Figure 1. Power grid (run 1).
Pins as bars on the die edge. Tap cells in grey.
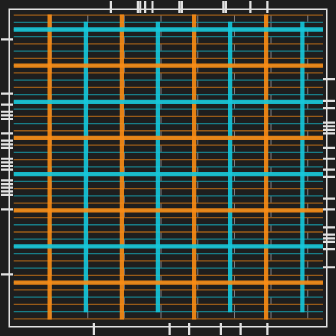
Figure 2. Cell classes on the final placement (run 1).
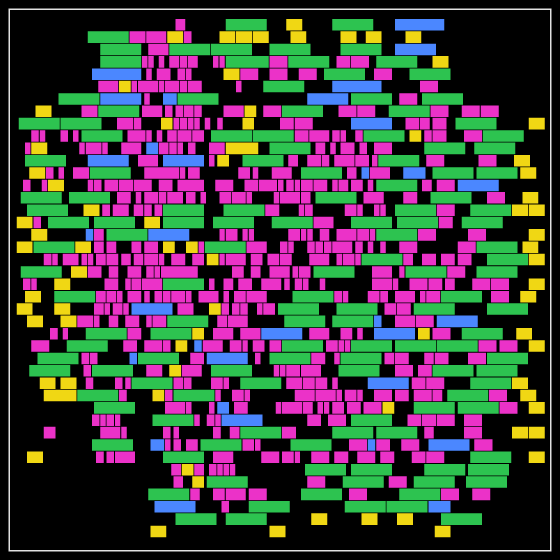
Figure 3. Clock wires, drivers and flops (run 1).
Bar = 20 microns.
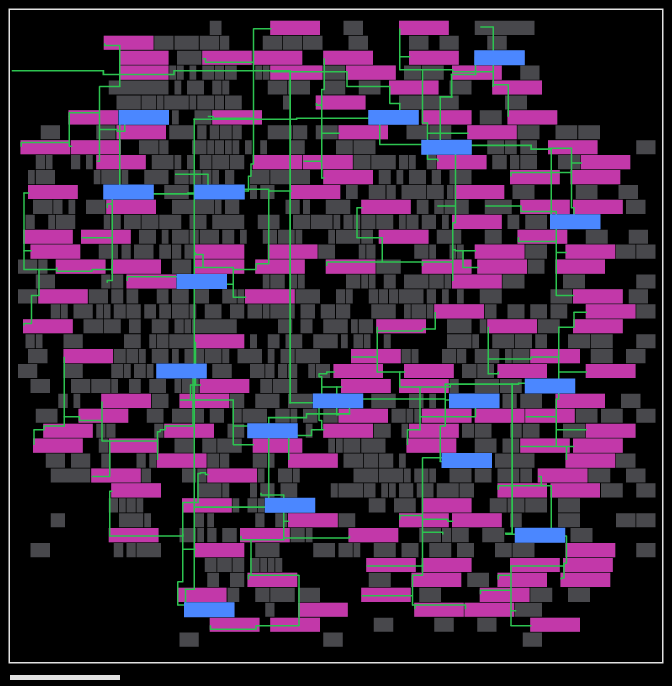
### config.mk
export PLATFORM = sky130hd
export DESIGN_NAME = line_timing_decoder_flat
export DESIGN_NICKNAME = d
export VERILOG_FILES = /design/src/rtl/line_timing_decoder_if.sv /design/src/rtl/line_timing_decoder.sv /design/src/flat_wrapper.sv
export SDC_FILE = /design/constraint.sdc
export NUM_CORES = 1
export LEC_CHECK = 0
export ABC_AREA = 0
export CORE_UTILIZATION = 50
export DETAILED_ROUTE_END_ITERATION = 12
export GPL_ROUTABILITY_DRIVEN = 0
export PLACE_DENSITY = 0.73
export SLEW_MARGIN = 20
export SYNTH_ARGS = -nofsm -noshare
export SYNTH_HDL_FRONTEND = slang
export SYNTH_SLANG_ARGS = --single-unit
### constraint.sdc
create_clock -name clk -period 4.33 [get_ports clk]
set_input_delay 0.866 -clock clk [delete_from_list [all_inputs] [get_ports clk]]
set_output_delay 0.866 -clock clk [all_outputs]
set_load 0.02 [all_outputs]
### src/rtl/line_timing_decoder_if.sv
// Line timing decoder bus: raw blank/sync in, recovered position and published timing out.
interface line_timing_decoder_if;
   logic       blank_in;
   logic       sync_in;
   logic [9:0] x_pos;
   logic       active;
   logic       locked;
   logic [9:0] line_len;
   logic [9:0] act_w;
   logic [9:0] sync_start;
   logic [9:0] sync_end;
   logic       timing_err;

   modport master (
      output blank_in, sync_in,
      input  x_pos, active, locked, line_len, act_w, sync_start, sync_end, timing_err
   );

   modport slave (
      input  blank_in, sync_in,
      output x_pos, active, locked, line_len, act_w, sync_start, sync_end, timing_err
   );
endinterface

### src/rtl/line_timing_decoder.sv
// Recovers horizontal line timing from blank/sync, locks after LOCK_LINES identical lines.
//
// state   | meaning
// SEARCH  | waiting for the first blank fall
// MEASURE | measuring one line to become the reference
// TRACK   | counting lines identical to the reference
// LOCKED  | timing published; any mismatch or timeout drops lock
module line_timing_decoder #(
   parameter int LOCK_LINES = 4
) (
   input  logic                 clk,
   input  logic                 rst,
   line_timing_decoder_if.slave tim
);

   typedef enum logic [1:0] {SEARCH, MEASURE, TRACK, LOCKED} state_t;

   localparam logic [3:0] LOCK_LAST = 4'(LOCK_LINES - 1);

   state_t     state, state_nxt;
   logic       blank_q, sync_q;
   logic [9:0] x_pos;
   logic [1:0] n_br, n_sr, n_sf;
   logic [9:0] w_act, w_ss, w_se;
   logic [9:0] r_len, r_act, r_ss, r_se;
   logic [9:0] p_len, p_act, p_ss, p_se;
   logic [3:0] match_cnt;
   logic       timing_err_q;

   logic       blank_fall, blank_rise, sync_rise, sync_fall;
   logic [9:0] cur_len;
   logic       line_ok, line_eq, timeout;
   logic       load_ref, clr_cnt, inc_cnt, publish, err_nxt;

   function automatic logic [1:0] sat_inc(input logic [1:0] v);
      return (v == 2'd3) ? v : v + 2'd1;
   endfunction

   assign blank_fall = blank_q & ~tim.blank_in;
   assign blank_rise = ~blank_q & tim.blank_in;
   assign sync_rise  = ~sync_q & tim.sync_in;
   assign sync_fall  = sync_q & ~tim.sync_in;
   // A blank fall at x_pos 1023 wraps cur_len to 0, which fails the ordering test below.
   assign cur_len    = x_pos + 10'd1;
   assign timeout    = (x_pos == 10'd1023) && !blank_fall;

   assign line_ok = (n_br == 2'd1) && (n_sr == 2'd1) && (n_sf == 2'd1) &&
                    (w_act <= w_ss) && (w_ss < w_se) && (w_se <= cur_len);
   assign line_eq = line_ok && (cur_len == r_len) && (w_act == r_act) &&
                    (w_ss == r_ss) && (w_se == r_se);

   // Input registers and saturating pixel counter.
   always_ff @(posedge clk or posedge rst) begin
      if (rst) begin
         blank_q <= 1'b1;
         sync_q  <= 1'b0;
         x_pos   <= '0;
      end else begin
         blank_q <= tim.blank_in;
         sync_q  <= tim.sync_in;
         if (blank_fall)
            x_pos <= '0;
         else if (x_pos != 10'd1023)
            x_pos <= x_pos + 10'd1;
      end
   end

   // Working set of the line in progress; sync edges on the blank fall belong to the new line at 0.
   always_ff @(posedge clk or posedge rst) begin
      if (rst) begin
         n_br  <= '0;
         n_sr  <= '0;
         n_sf  <= '0;
         w_act <= '0;
         w_ss  <= '0;
         w_se  <= '0;
      end else if (blank_fall) begin
         n_br  <= '0;
         n_sr  <= {1'b0, sync_rise};
         n_sf  <= {1'b0, sync_fall};
         w_act <= '0;
         w_ss  <= '0;
         w_se  <= '0;
      end else begin
         if (blank_rise) begin
            n_br  <= sat_inc(n_br);
            w_act <= cur_len;
         end
         if (sync_rise) begin
            n_sr <= sat_inc(n_sr);
            w_ss <= cur_len;
         end
         if (sync_fall) begin
            n_sf <= sat_inc(n_sf);
            w_se <= cur_len;
         end
      end
   end

   // State register.
   always_ff @(posedge clk or posedge rst) begin
      if (rst)
         state <= SEARCH;
      else
         state <= state_nxt;
   end

   // Next-state and datapath control.
   always_comb begin
      state_nxt = state;
      load_ref  = 1'b0;
      clr_cnt   = 1'b0;
      inc_cnt   = 1'b0;
      publish   = 1'b0;
      err_nxt   = 1'b0;
      case (state)
         SEARCH: begin
            clr_cnt = 1'b1;
            if (blank_fall)
               state_nxt = MEASURE;
         end
         MEASURE: begin
            if (timeout) begin
               state_nxt = SEARCH;
            end else if (blank_fall && line_ok) begin
               load_ref  = 1'b1;
               clr_cnt   = 1'b1;
               state_nxt = TRACK;
            end
         end
         TRACK: begin
            if (timeout) begin
               state_nxt = SEARCH;
            end else if (blank_fall) begin
               if (line_eq) begin
                  inc_cnt = 1'b1;
                  if (match_cnt + 4'd1 == LOCK_LAST) begin
                     publish   = 1'b1;
                     state_nxt = LOCKED;
                  end
               end else begin
                  load_ref = 1'b1;
                  clr_cnt  = 1'b1;
               end
            end
         end
         LOCKED: begin
            if (timeout) begin
               err_nxt   = 1'b1;
               state_nxt = SEARCH;
            end else if (blank_fall && !line_eq) begin
               err_nxt   = 1'b1;
               state_nxt = MEASURE;
            end
         end
         default: state_nxt = SEARCH;
      endcase
   end

   // Reference, match counter, published timing and error pulse.
   always_ff @(posedge clk or posedge rst) begin
      if (rst) begin
         r_len        <= '0;
         r_act        <= '0;
         r_ss         <= '0;
         r_se         <= '0;
         p_len        <= '0;
         p_act        <= '0;
         p_ss         <= '0;
         p_se         <= '0;
         match_cnt    <= '0;
         timing_err_q <= 1'b0;
      end else begin
         timing_err_q <= err_nxt;
         if (load_ref) begin
            r_len <= cur_len;
            r_act <= w_act;
            r_ss  <= w_ss;
            r_se  <= w_se;
         end
         if (publish) begin
            p_len <= r_len;
            p_act <= r_act;
            p_ss  <= r_ss;
            p_se  <= r_se;
         end
         if (clr_cnt)
            match_cnt <= '0;
         else if (inc_cnt)
            match_cnt <= match_cnt + 4'd1;
      end
   end

   assign tim.x_pos      = x_pos;
   assign tim.locked     = (state == LOCKED);
   assign tim.active     = (state == LOCKED) & ~blank_q;
   assign tim.line_len   = p_len;
   assign tim.act_w      = p_act;
   assign tim.sync_start = p_ss;
   assign tim.sync_end   = p_se;
   assign tim.timing_err = timing_err_q;

endmodule

### src/flat_wrapper.sv
// flat-port wrapper written by rule: the top's interface ports become plain ports
module line_timing_decoder_flat 
#(
   parameter int LOCK_LINES = 4
)
  (clk, rst, tim_blank_in, tim_sync_in, tim_x_pos, tim_active, tim_locked, tim_line_len, tim_act_w, tim_sync_start, tim_sync_end, tim_timing_err);
  line_timing_decoder_if tim_i ();
  input  logic clk;
  input  logic rst;
  input wire logic [$bits(tim_i.blank_in)-1:0] tim_blank_in;
  input wire logic [$bits(tim_i.sync_in)-1:0] tim_sync_in;
  output wire logic [$bits(tim_i.x_pos)-1:0] tim_x_pos;
  output wire logic [$bits(tim_i.active)-1:0] tim_active;
  output wire logic [$bits(tim_i.locked)-1:0] tim_locked;
  output wire logic [$bits(tim_i.line_len)-1:0] tim_line_len;
  output wire logic [$bits(tim_i.act_w)-1:0] tim_act_w;
  output wire logic [$bits(tim_i.sync_start)-1:0] tim_sync_start;
  output wire logic [$bits(tim_i.sync_end)-1:0] tim_sync_end;
  output wire logic [$bits(tim_i.timing_err)-1:0] tim_timing_err;
  assign tim_i.blank_in = tim_blank_in;
  assign tim_i.sync_in = tim_sync_in;
  assign tim_x_pos = tim_i.x_pos;
  assign tim_active = tim_i.active;
  assign tim_locked = tim_i.locked;
  assign tim_line_len = tim_i.line_len;
  assign tim_act_w = tim_i.act_w;
  assign tim_sync_start = tim_i.sync_start;
  assign tim_sync_end = tim_i.sync_end;
  assign tim_timing_err = tim_i.timing_err;
  line_timing_decoder #(.LOCK_LINES(LOCK_LINES)) u_core (.clk(clk), .rst(rst), .tim(tim_i));
endmodule
==> summary.txt, run 1 <==
State of the implementation.

- The run finished with clean final reports.
- In the synthesized netlist, the dominant kind of combinational cell is multiplexers.
- The prevailing post-synth register cell is dfrtp_1, for reference.
- The number of max-cap violations is 0, for reference.
- The fraction of cell area in multi-input combinational cells is reported as 38.3%.
- The worst register-to-register path depth is 14.
- The worst hold path was traced through 2 stages.
- The compound-gate portion of the synthesized area is 9.53%, for reference.
- The worst IR drop on VDD is 276 uV, for reference.
- Cells with a size suffix above 1 make up 13.5% of the layout.
- The clock tree synthesis step divided the H-tree into 4 levels.
- The post-detailed-route DRC marker count is 0, for reference.
- The internal portion of total power is 2.90 mW, for reference.
- The number of logic gates is 406, for reference.
- The global routing report lists met3 layer usage as 5.70%.
- The peak-usage layer in the global routing report is met2, for reference.
- Global routing used 24.5% of the available tracks.
- After layout, the worst path uses 95.7% of the clock period.
- The tally of clock buffers in the finished layout is 19, for reference.
- Per the post-synthesis stats, the area per cell is 11.2 sq um.
- The TritonCTS clock tree is done, for reference.
- The number of buffers inserted by port buffering is 56, for reference.
- The number of placed I/O pins is 57, for reference.
- Per the summary, power density relative to cell area is 515 nW/um^2.
- The share of cell area taken by muxes after synthesis is 12.3%, for reference.
- Of the total power, the share spent switching nets is 31.9%.
- Per report_power, the Sequential row totals 1.73 mW.
- The final layout reports a setup TNS of 0 ns.
- On the critical path the data arrives at 4.45 ns.
- dfrtp_1 is the most common cell in the netlist.
- The highest-delay cell along the critical path is dfrtp_1, for reference.
- Yosys reported that registers with async set or reset make up 100%.
- The capture point of the worst register-to-register path is recorded as u_core.r_len[0].
- The element type at the critical path end is a flip-flop, for reference.
- The first global-routing pass estimated 26300 microns of wire.
- The count of library flops with an enable pin is 0, for reference.
- Once the clock tree was built, the setup fixing pass inserted 0 buffers.
- The post-synthesis share of cell area spent on and, or, nand and nor gates is 9.77%, for reference.
- After clock tree synthesis, the clock-pin slew on the worst setup and hold paths is 0.06 ns.
- The sequential-to-total area share from yosys stat is 49.5%, for reference.
-- Figure 1 (at the start) --
[orange] VSS
[cyan] VDD
tap cells: 176
signal pins: 57
met4 straps: 8

-- Figure 2 (at the start) --
[yellow] remaining buffers and delay cells | cells: 76 | share of their area: 9.1%
[blue] clock drivers and dummy loads | cells: 32 | share of their area: 7.5%
[green] registers | cells: 135 | share of their area: 42%
[magenta] remaining logic cells | cells: 451 | share of their area: 41%

-- Figure 3 (at the start) --
[magenta] flip-flops | count: 135
[blue] clock-net drivers | count: 17
[green] clock wires | length: 1670 microns
routed clock nets: 18
Clock Skews: 0.0115 ns
Clock Power Share: 34.4%
Latency at later pin: 0.43 ns
Clk power: 1.47 mW

==> inputs of run 2 (changes only) <==
CTS_CLUSTER_DIAMETER = 200   (was unset)
SKIP_LAST_GASP = 1   (was unset)
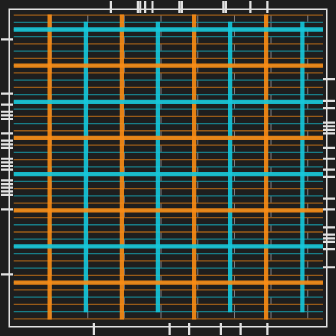
Figure 4: run 2, power grid.
Pins as bars on the die edge. Tap cells in grey.
[orange] VSS
[cyan] VDD
rows: 42
met5 straps: 8
tap cells: 176

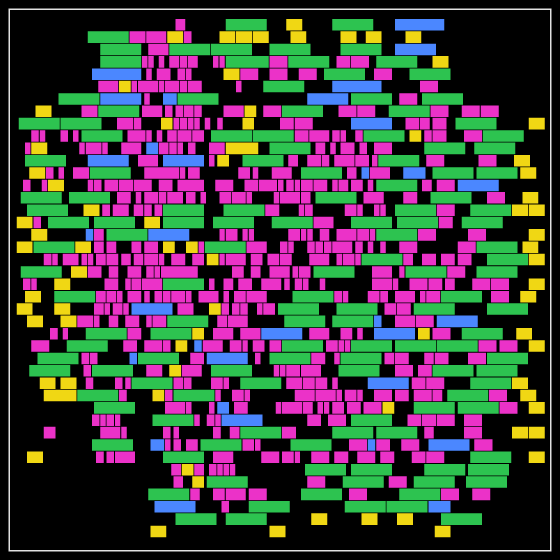
Figure 5: run 2, cell classes on the final placement.
Layout Utilization: 62.3%
placement row count: 42

==> summary.txt, run 2 <==
State of the implementation.

- The share of async-settable or async-resettable flops after synthesis is 100% (unchanged).
- The number of placed I/O pins is 57 (unchanged), for reference.
- The dominant kind of combinational cell is multiplexers (unchanged), for reference.
- The share of cell area taken by muxes after synthesis is 12.3% (unchanged).
- The prevailing post-synth register cell is dfrtp_1 (unchanged).
- The highest-delay cell along the critical path is dfrtp_1 (unchanged).
- The sequential-to-total area share from yosys stat is 49.5% (unchanged), for reference.
- The wire length of the first global-routing pass is 26300 microns (unchanged).
- The compound-gate portion of the synthesized area was 9.53% (unchanged).
- The share of power burned in the clock network is 34.4% (about the same), for reference.
- Outcome: completed (unchanged).
- The count of library flops with an enable pin is 0 (unchanged), for reference.
- The clock transition time at the flip-flop clock pins of the worst setup and hold paths is 0.06 ns (about the same), for reference.
- The endpoint of the worst-slack reg-to-reg timing path is u_core.r_len[0] (unchanged).
- The top cell type by instance count after synthesis is dfrtp_1 (unchanged), for reference.
- The tally of clock buffers in the finished layout is 19 (unchanged), for reference.
- The insertion delay of the later-clocked pin in the worst-skew pair is 0.43 ns (about the same), for reference.
- The part of the cycle the worst path needs came to 95.7% (unchanged).
- The peak-usage layer in the global routing report is met2 (unchanged), for reference.
- The total number of H-tree levels is 4 (unchanged), for reference.
- The total negative slack is 0 ns (unchanged).
Figure 6. Clock wires, drivers and flops (run 2).
Bar = 20 microns.
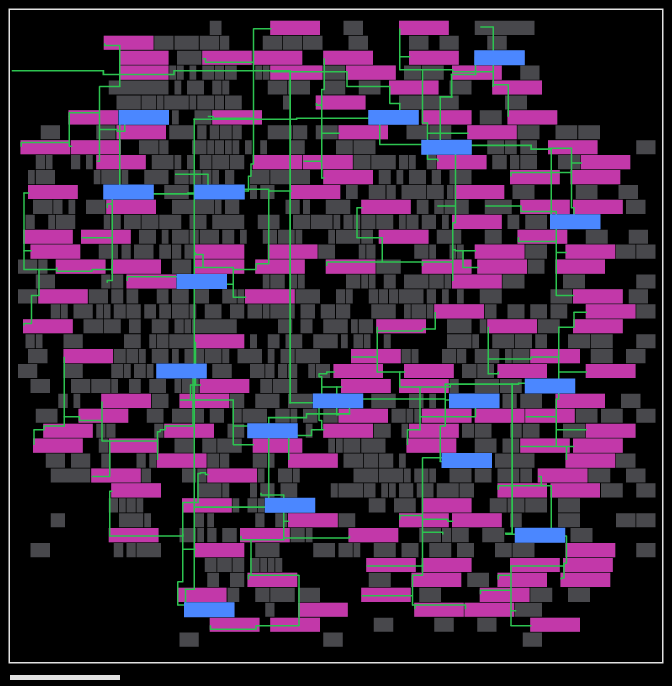

==> inputs of run 3 (changes only) <==
RECOVER_POWER = 25   (was unset)
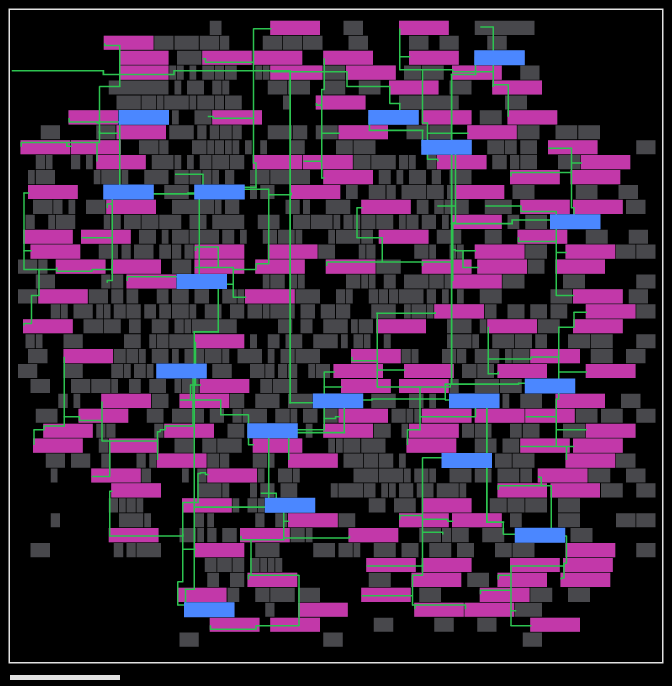
Figure 7: run 3, clock wires, drivers and flops.
Bar = 20 microns.
[green] clock wires | length: 1660 microns
[magenta] flip-flops | count: 135
[blue] clock-net drivers | count: 17
flops lie: spread over the die
Latency at later pin: 0.42 ns
Clock Power Share: 34.5%
Clock Skews: 0.00716 ns

==> summary.txt, run 3 <==
State of the implementation.

- Outcome: complete, but fails checks (was completed).
- The final reports fail on max-capacitance violations, max-slew violations.
- The register area is 3380 sq um (unchanged), for reference.
- The clock group total power is 1.47 mW (about the same), for reference.
- The sequential-to-total area share from yosys stat is 49.5% (unchanged), for reference.
- The compound-gate portion of the synthesized area came to 9.53% (unchanged).
- The top cell type by instance count after synthesis was dfrtp_1 (unchanged).
- The number of max-cap violations was 1 (was 0).
- The cell area after placement is 7660 sq um (unchanged), for reference.
- The logic depth of the worst register-to-register path is 14 (unchanged).
- The number of logic gates came to 406 (unchanged).
- The OpenROAD warning count is 34 (unchanged), for reference.
- The number of placed I/O pins is 57 (unchanged), for reference.
- The data arrival time at the worst-slack endpoint was 4.44 ns (was 4.45 ns).
- The wire length of the first global-routing pass is 26300 microns (unchanged), for reference.
- The post-detailed-route DRC marker count is 0 (unchanged), for reference.
- The cell row count came to 42 (unchanged).
- The per-instance average area after synthesis is 11.2 sq um (unchanged), for reference.
- The highest-delay cell along the critical path is dfrtp_1 (unchanged), for reference.
- The areal power density over the cells is 516 nW/um^2 (was 515 nW/um^2), for reference.
- The share of final-layout standard cells stronger than drive strength 1 came to 13.0% (was 13.5%).
- The internal portion of total power is 2.90 mW (about the same), for reference.
- The combined area of the multi-input logic cells is 3170 sq um (unchanged), for reference.
- The fraction of area in multi-input gates is 38.4% (was 38.3%), for reference.
- The dominant kind of combinational cell is multiplexers (unchanged).
- The fraction of met2 tracks used by global routing is 38.8% (unchanged).
- The total number of H-tree levels is 4 (unchanged), for reference.
- The total global routing track utilization is 24.5% (unchanged), for reference.
- The count of cells along the worst hold path is 2 (unchanged), for reference.
- The power dissipated in sequential cells is 1.73 mW (about the same).
- The count of library flops with an enable pin came to 0 (unchanged).
- The post-synthesis share of cell area spent on and, or, nand and nor gates came to 9.77% (unchanged).
- The post-route core utilization is 62.1% (was 62.3%).
- The peak-usage layer in the global routing report is met2 (unchanged), for reference.
- The tally of clock buffers in the finished layout is 19 (unchanged).
- The part of the cycle the worst path needs is 95.7% (about the same).
- The total negative slack is 0 ns (unchanged), for reference.
- The endpoint of the worst-slack reg-to-reg timing path is u_core.r_len[0] (unchanged), for reference.
- The setup violation total in the final timing report is 0 (unchanged), for reference.
- The worst hold margin is 0.486 ns (about the same), for reference.
- The share of cell area taken by muxes after synthesis is 12.3% (unchanged), for reference.
- The max-slew violation total from the final report came to 34 (was 0).
- The share of async-settable or async-resettable flops after synthesis came to 100% (unchanged).
- The number of buffers inserted by port buffering is 56 (unchanged).
- The TritonCTS clock tree is done (unchanged).
- The buffers inserted during post-CTS setup optimization was 0 (unchanged).
- The prevailing post-synth register cell is dfrtp_1 (unchanged).
- The met3 usage is 5.70% (unchanged).
- The number of nets in the layout is 729 (unchanged), for reference.
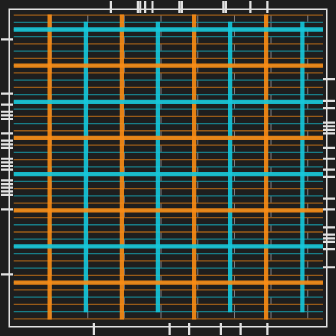
Figure 8: run 3, power grid.
Pins as bars on the die edge. Tap cells in grey.
[cyan] VDD
[orange] VSS
met1 rails: 43
signal pins: 57
rows: 42
met5 straps: 8
tap cells: 176

Power and IR drop assume default switching activity.
